<file path="src/rtl/spell_gpio_pkg.sv">
// rtl/spell_gpio_pkg.sv - register map constants and flag helper for the spell GPIO block
package spell_gpio_pkg;

    localparam logic [2:0] GPIO_PIN  = 3'd0;
    localparam logic [2:0] GPIO_DDR  = 3'd1;
    localparam logic [2:0] GPIO_PORT = 3'd2;
    localparam logic [2:0] GPIO_IEN  = 3'd3;
    localparam logic [2:0] GPIO_IFR  = 3'd4;

    localparam int GPIO_STRIDE = 8;

    localparam logic [7:0] GPIO_UNMAPPED = 8'hFF;

    // Flag update with write-1-to-clear; a same-cycle set beats the clear.
    function automatic logic [7:0] gpio_flag_next(input logic [7:0] flags,
                                                  input logic [7:0] clr,
                                                  input logic [7:0] set);
        return (flags & ~clr) | set;
    endfunction

endpackage

</file>
<file path="src/rtl/spell_gpio_sync.sv">
// rtl/spell_gpio_sync.sv - 8-bit input synchroniser with rising-edge detect
module spell_gpio_sync #(
    parameter int SYNC_STAGES = 2
) (
    input  logic       clk,
    input  logic       rst,
    input  logic [7:0] din,
    output logic [7:0] sync,
    output logic [7:0] rise
);

    logic [SYNC_STAGES-1:0][7:0] chain;
    logic [7:0]                  prev;
    logic [SYNC_STAGES:0]        fill;

    always_ff @(posedge clk or posedge rst) begin
        if (rst) begin
            chain <= '0;
            prev  <= 8'h00;
            fill  <= '0;
        end else begin
            chain <= {chain[SYNC_STAGES-2:0], din};
            prev  <= chain[SYNC_STAGES-1];
            fill  <= {fill[SYNC_STAGES-1:0], 1'b1};
        end
    end

    // Edges are only trusted once both sync and prev hold post-reset samples,
    // so a pin held high through reset does not look like a 0->1 transition.
    assign sync = chain[SYNC_STAGES-1];
    assign rise = sync & ~prev & {8{fill[SYNC_STAGES]}};

endmodule

</file>
<file path="src/rtl/spell_mem_gpio.sv">
// rtl/spell_mem_gpio.sv - memory-mapped multi-port GPIO with edge interrupts
module spell_mem_gpio
    import spell_gpio_pkg::*;
#(
    parameter int         NUM_PORTS   = 2,
    parameter logic [7:0] BASE_ADDR   = 8'h36,
    parameter int         SYNC_STAGES = 2
) (
    input  logic                   clk,
    input  logic                   rst,
    input  logic                   select,
    input  logic [7:0]             addr,
    input  logic [7:0]             data_in,
    input  logic                   write,
    output logic [7:0]             data_out,
    output logic                   data_ready,
    input  logic [8*NUM_PORTS-1:0] io_in,
    output logic [8*NUM_PORTS-1:0] io_out,
    output logic [8*NUM_PORTS-1:0] io_oe,
    output logic                   irq
);

    logic [7:0]             off;
    logic                   in_range;
    logic [1:0]             port_idx;
    logic [2:0]             reg_idx;
    logic                   wr_cycle;
    logic                   past_write;
    logic [7:0]             rd_val;
    logic [8*NUM_PORTS-1:0] sync_all;
    logic [8*NUM_PORTS-1:0] ien_all;
    logic [8*NUM_PORTS-1:0] ifr_all;
    logic [NUM_PORTS-1:0]   pend;

    assign off      = addr - BASE_ADDR;
    assign in_range = off < 8'(GPIO_STRIDE * NUM_PORTS);
    assign port_idx = off[4:3];
    assign reg_idx  = off[2:0];
    assign wr_cycle = select & write;

    for (genvar p = 0; p < NUM_PORTS; p++) begin : g_port
        logic [7:0] sync_v;
        logic [7:0] rise_v;
        logic [7:0] ddr_r;
        logic [7:0] port_r;
        logic [7:0] ien_r;
        logic [7:0] ifr_r;
        logic [7:0] clr_v;
        logic       hit;

        spell_gpio_sync #(
            .SYNC_STAGES(SYNC_STAGES)
        ) u_sync (
            .clk (clk),
            .rst (rst),
            .din (io_in[p*8 +: 8]),
            .sync(sync_v),
            .rise(rise_v)
        );

        assign hit   = wr_cycle && in_range && (port_idx == 2'(p));
        assign clr_v = (hit && reg_idx == GPIO_IFR) ? data_in : 8'h00;

        always_ff @(posedge clk or posedge rst) begin
            if (rst) begin
                ddr_r  <= 8'h00;
                port_r <= 8'h00;
                ien_r  <= 8'h00;
                ifr_r  <= 8'h00;
            end else begin
                if (hit && reg_idx == GPIO_DDR) begin
                    ddr_r <= data_in;
                end
                // PIN writes toggle PORT only on the first cycle of a burst.
                if (hit && reg_idx == GPIO_PORT) begin
                    port_r <= data_in;
                end else if (hit && reg_idx == GPIO_PIN && !past_write) begin
                    port_r <= port_r ^ data_in;
                end
                if (hit && reg_idx == GPIO_IEN) begin
                    ien_r <= data_in;
                end
                ifr_r <= gpio_flag_next(ifr_r, clr_v, rise_v);
            end
        end

        assign io_out[p*8 +: 8]   = port_r;
        assign io_oe[p*8 +: 8]    = ddr_r;
        assign sync_all[p*8 +: 8] = sync_v;
        assign ien_all[p*8 +: 8]  = ien_r;
        assign ifr_all[p*8 +: 8]  = ifr_r;
        assign pend[p]            = |(ifr_r & ien_r);
    end

    always_comb begin
        rd_val = GPIO_UNMAPPED;
        for (int p = 0; p < NUM_PORTS; p++) begin
            if (in_range && port_idx == 2'(p)) begin
                case (reg_idx)
                    GPIO_PIN:  rd_val = sync_all[p*8 +: 8];
                    GPIO_DDR:  rd_val = io_oe[p*8 +: 8];
                    GPIO_PORT: rd_val = io_out[p*8 +: 8];
                    GPIO_IEN:  rd_val = ien_all[p*8 +: 8];
                    GPIO_IFR:  rd_val = ifr_all[p*8 +: 8];
                    default:   rd_val = GPIO_UNMAPPED;
                endcase
            end
        end
    end

    always_ff @(posedge clk or posedge rst) begin
        if (rst) begin
            data_out   <= 8'h00;
            data_ready <= 1'b0;
            past_write <= 1'b0;
            irq        <= 1'b0;
        end else begin
            data_ready <= select;
            past_write <= wr_cycle;
            irq        <= |pend;
            if (select) begin
                data_out <= write ? 8'h00 : rd_val;
            end
        end
    end

endmodule

</file>
<file path="config.mk">
export PLATFORM = sky130hd
export DESIGN_NAME = spell_mem_gpio
export DESIGN_NICKNAME = d
export VERILOG_FILES = /design/src/rtl/spell_gpio_pkg.sv /design/src/rtl/spell_gpio_sync.sv /design/src/rtl/spell_mem_gpio.sv
export SDC_FILE = /design/constraint.sdc
export NUM_CORES = 1
export LEC_CHECK = 0
export ABC_CLOCK_PERIOD_IN_PS = 4900
export CORE_UTILIZATION = 35
export DETAILED_ROUTE_END_ITERATION = 12
export PLACE_DENSITY = 0.57
export SLEW_MARGIN = 0
export SYNTH_ARGS = -nofsm -noshare
export SYNTH_HDL_FRONTEND = slang
export SYNTH_SLANG_ARGS = --single-unit
export TNS_END_PERCENT = 10
</file>
<file path="constraint.sdc">
create_clock -name clk -period 4.9 [get_ports clk]
set_input_delay 0.735 -clock clk [delete_from_list [all_inputs] [get_ports clk]]
set_output_delay 0.735 -clock clk [all_outputs]
set_load 0.005 [all_outputs]
</file>
### Hierarchy map of the flops

Bar = 50 µm. Other sequential cells in the stronger gray, the rest of the logic in the fainter gray.
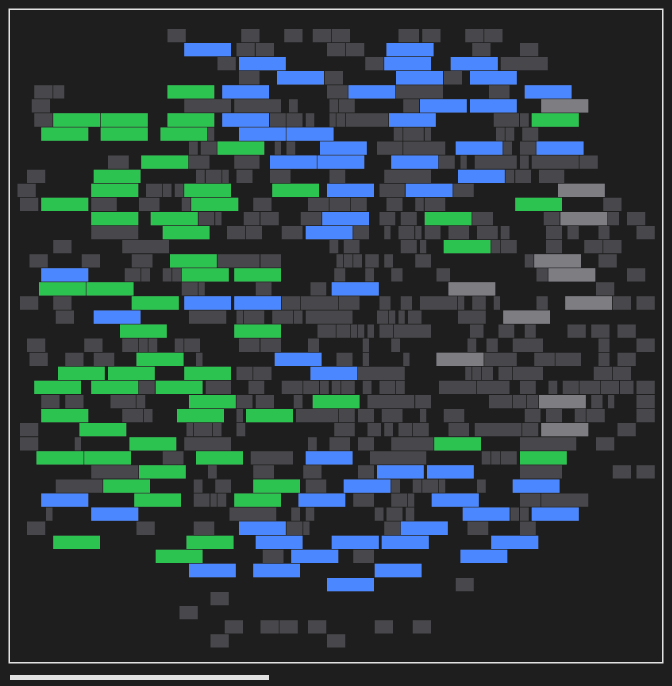
g_port[0]: shown in green, placed flops 57. g_port[1]: shown in blue, placed flops 58.
Another 11 sequential cells are not colored.
Die ar.: 0.0159 mm²
Post-Layout Cell Count: 682
fin util: 47.2%

### Floorplan with the power grid

Pins as bars on the die edge.
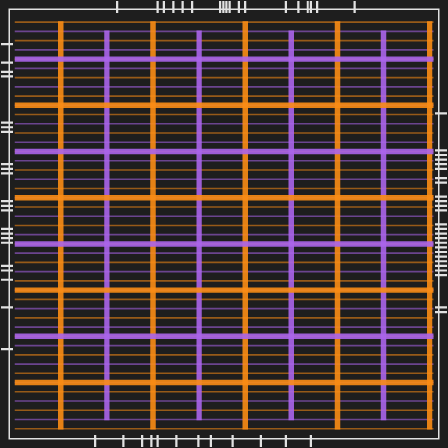
VDD: shown in purple. VSS: shown in orange.
The core has 44 rows. 9 straps on met4. 8 straps on met5. 78 signal pins sit on the boundary. 45 met1 rails follow the rows.
Die X: 126 µm
Die Y: 126 µm
peak supply drop: 0.234 mV
core box area: 0.0148 mm²

### Selected gate families

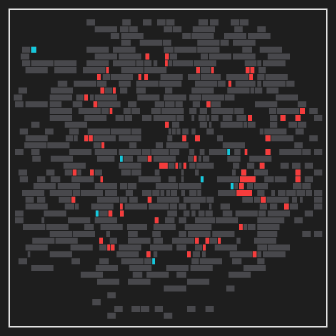
NAND gates: shown in red, cells 66, most used nand3_1. inverters: shown in cyan, cells 7, most used inv_1.
Comb area share: 30.0%
Commonest Layout Cell: dfrtp_1

==> results.toml <==
# yosys + openroad results
[run_status]
status = "complete, no violations"

[worst_setup_path]
reg2regPathDepth = 4
cp-end-kind = "flip-flop"
worst_ep_arrival_time_ns = 3.55
critPathLaunchType = "primary input"
critPathMaxFanout = 27
worstSetupPathType = "primary input to flip-flop"
reg2reg_from = "g_port[0].port_r[1]"
crit_start = "addr[1]"
crit_end = "g_port[1].port_r[6]"
reg2reg_to = "data_out[1]"
ff2ff_setup_slack_ns = 3.32
cp_data_required_time_ns = 5.24

[place]
place_hpwl_um = 9580
dp_slack_ns = 1.26
place.gp.congestion = 0.873

[grt]
grt_max_degree = 82
antenna_found_initial = 0
grt_usage_pct = 19.6
grt_pass1_vias = 3758
grt_pass1_wl_um = 22700

[final_layout]
antenna_cells = 0
area_growth_pct = 29.4
final_nets = 524
fillCellCount = 1343
final_layout_size_suffix_gt1_share_pct = 12.4

[clock_network]
h-tree-depth = 4
cts-hold-fix-buffers = 0
clk_pin_slew_worst_paths_ns = 0.05
clock_sinks = 126
root_buffer = "clkbuf_16"
cts_resized = 0

[min_path]
hp-class = "flip-flop to flip-flop"
hold_depth = 0
worstHoldStart = "g_port[1].u_sync.fill[1]"

[flow_run]
warning_count = 26

[timing]
finalMaxSlewViolations = 0
setup_violations = 0
rsz0062_at_grt = "no"
setup_tns_ns = 0
slew_headroom_pct = 25.2
min_period_ns = 3.21
fin_ws_ns = 1.69
max_freq_mhz = 312
hold_viol = 0

[route]
dr.first_iter.drc_count = 257
firstDrtPassIters = 4
vias = 3757
via_per_inst = 5.51

[power_and_ir_drop]
power_w = 0.00267
powerDensity_mw_per_mm2 = 384

[synthesis]
ys_seq_share_pct = 58.6
syn_area_per_cell_um2 = 13.3
area_leaders = "dfrtp_1 (59%), mux2_1 (8.4%), mux4_2 (3.3%), nand3_1 (3.1%), o2bb2ai_1 (2.9%)"
top_cells_by_count = "dfrtp_1 (126), mux2_1 (40), nand3_1 (33)"
most_common_cell = "dfrtp_1"
floorplan.nets = 441
ff_type = "dfrtp_1"
top_area_share_pct = 58.6
synth_cell_types = 44
syn_inst = 404
syn_area_mm2 = 0.00538

[floorplan]
boundaryPins = 78
row_count = 44
fp_util_pct = 36.5
### M1 wires

Supply wires on this layer in gray.
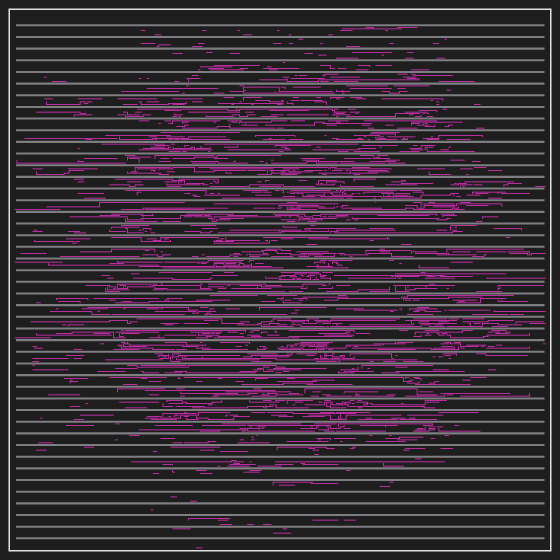
448 nets have wire on it. The longest straight run is 51.1 µm. The wires run mostly horizontal.
met1 Use GR: 27.8%
final wirelength: 14400 µm

### Clock routing

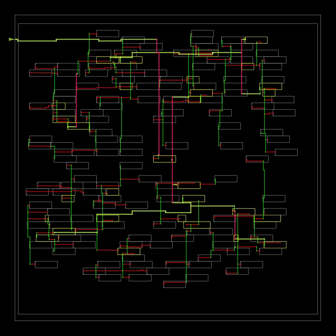
clk latency late pin: 0.42 ns
Inserted Clock Buffers: 17
clock skew: 0.00907 ns
registers: 126
clkbuf count: 26

## report_power, final
part           total (W)  switching, W  internal [W]
registers        0.00113     0.0000364       0.00109
clock network    0.00128      0.000432      0.000851
logic           0.000262      0.000133      0.000129
total            0.00267      0.000602       0.00207
## registers in the layout (all words and copies together) (netlist names)
| signal | flops |
|---|---|
| g_port.ddr_r | 16 |
| g_port.port_r | 16 |
| g_port.u_sync.fill | 3 |
| g_port.u_sync.prev | 16 |
| g_port.u_sync.chain | 16 |
| g_port.u_sync.sync | 16 |
| past_write | 1 |
| data_ready | 1 |
| data_out | 8 |
| g_port.ifr_r | 16 |
| irq | 1 |
| g_port.ien_r | 16 |
## final cells by class
class	instances	area (µm²)	area share (%)
multi-input cells	250	2090	30.0
well taps	184	230	3.31
clock buffers	26	539	7.75
flip-flops and latches	126	3150	45.3
inverters	7	28.8	0.414
repair buffers	85	843	12.1
clock inverters	4	73.8	1.06
## cells by family after synthesis
family | after synthesis | synth area share (%)
multiplexers | 59 | 13.9
flip-flops | 126 | 58.6
buffers and inverters | 28 | 2.51
AND/OR/NAND/NOR | 91 | 10.4
other | 1 | 0.0697
AND-OR/OR-AND | 80 | 11.3
adder cells (fa/ha/maj) | 1 | 0.233
XOR/XNOR | 18 | 2.93
## layer usage
metal / global-route usage (%) / vias to the layer above / share of wire [%] / routed length, µm
li1: - / 1656 / - / -
met1: 27.8 / 1913 / 46 / 6650
met2: 28.1 / 165 / 45 / 6450
met3: 5.61 / 23 / 7.2 / 1040
met4: 7.80 / 0 / 2.0 / 289
met5: 0 / - / 0 / 0
## per-stage QoR
stage,instances,hold WS [ns],area (µm²),util [%]
after floorplan,404,0.331,5380,-
after global placement,652,0.333,6350,43.0
after detailed placement,652,0.335,6350,43.0
after CTS,682,0.346,6960,47.2
after global routing,682,0.352,6960,47.2
final,682,0.346,6960,47.2
## cell usage in the layout, fill, tap and decap left out, types with 2 or more instances in the layout
cell type | synthesis | final
dfrtp_1 | 126 | 126
clkdlybuf4s50_1 | 0 | 77
mux2_1 | 40 | 40
nand3_1 | 33 | 33
o2bb2ai_1 | 18 | 18
o21ai_1 | 17 | 17
nand2_1 | 17 | 17
xor2_1 | 17 | 17
clkbuf_16 | 0 | 17
a221oi_1 | 15 | 15
nand2b_1 | 11 | 11
nor2_1 | 10 | 10
mux4_2 | 8 | 8
clkbuf_8 | 0 | 8
buf_4 | 1 | 7
mux2i_1 | 6 | 6
inv_1 | 7 | 6
a21oi_1 | 6 | 6
a2bb2oi_1 | 6 | 6
nor2b_1 | 4 | 4
mux2_2 | 4 | 4
nor2_8 | 4 | 4
a22o_1 | 4 | 4
a32o_1 | 3 | 3
nor3_1 | 3 | 3
nand3_4 | 2 | 2
nor3_4 | 2 | 2
nand4_1 | 2 | 2
a22oi_1 | 2 | 2
o21ai_0 | 2 | 2
a211oi_1 | 2 | 2
bufinv_16 | 0 | 2
## critical path, stage by stage
cell	delay (ns)
clkdlybuf4s50_1	0.46
buf_4	0.36
ha_1	0.54
nor2_1	0.32
nand2_1	0.58
o21ai_1	0.38
xor2_1	0.17
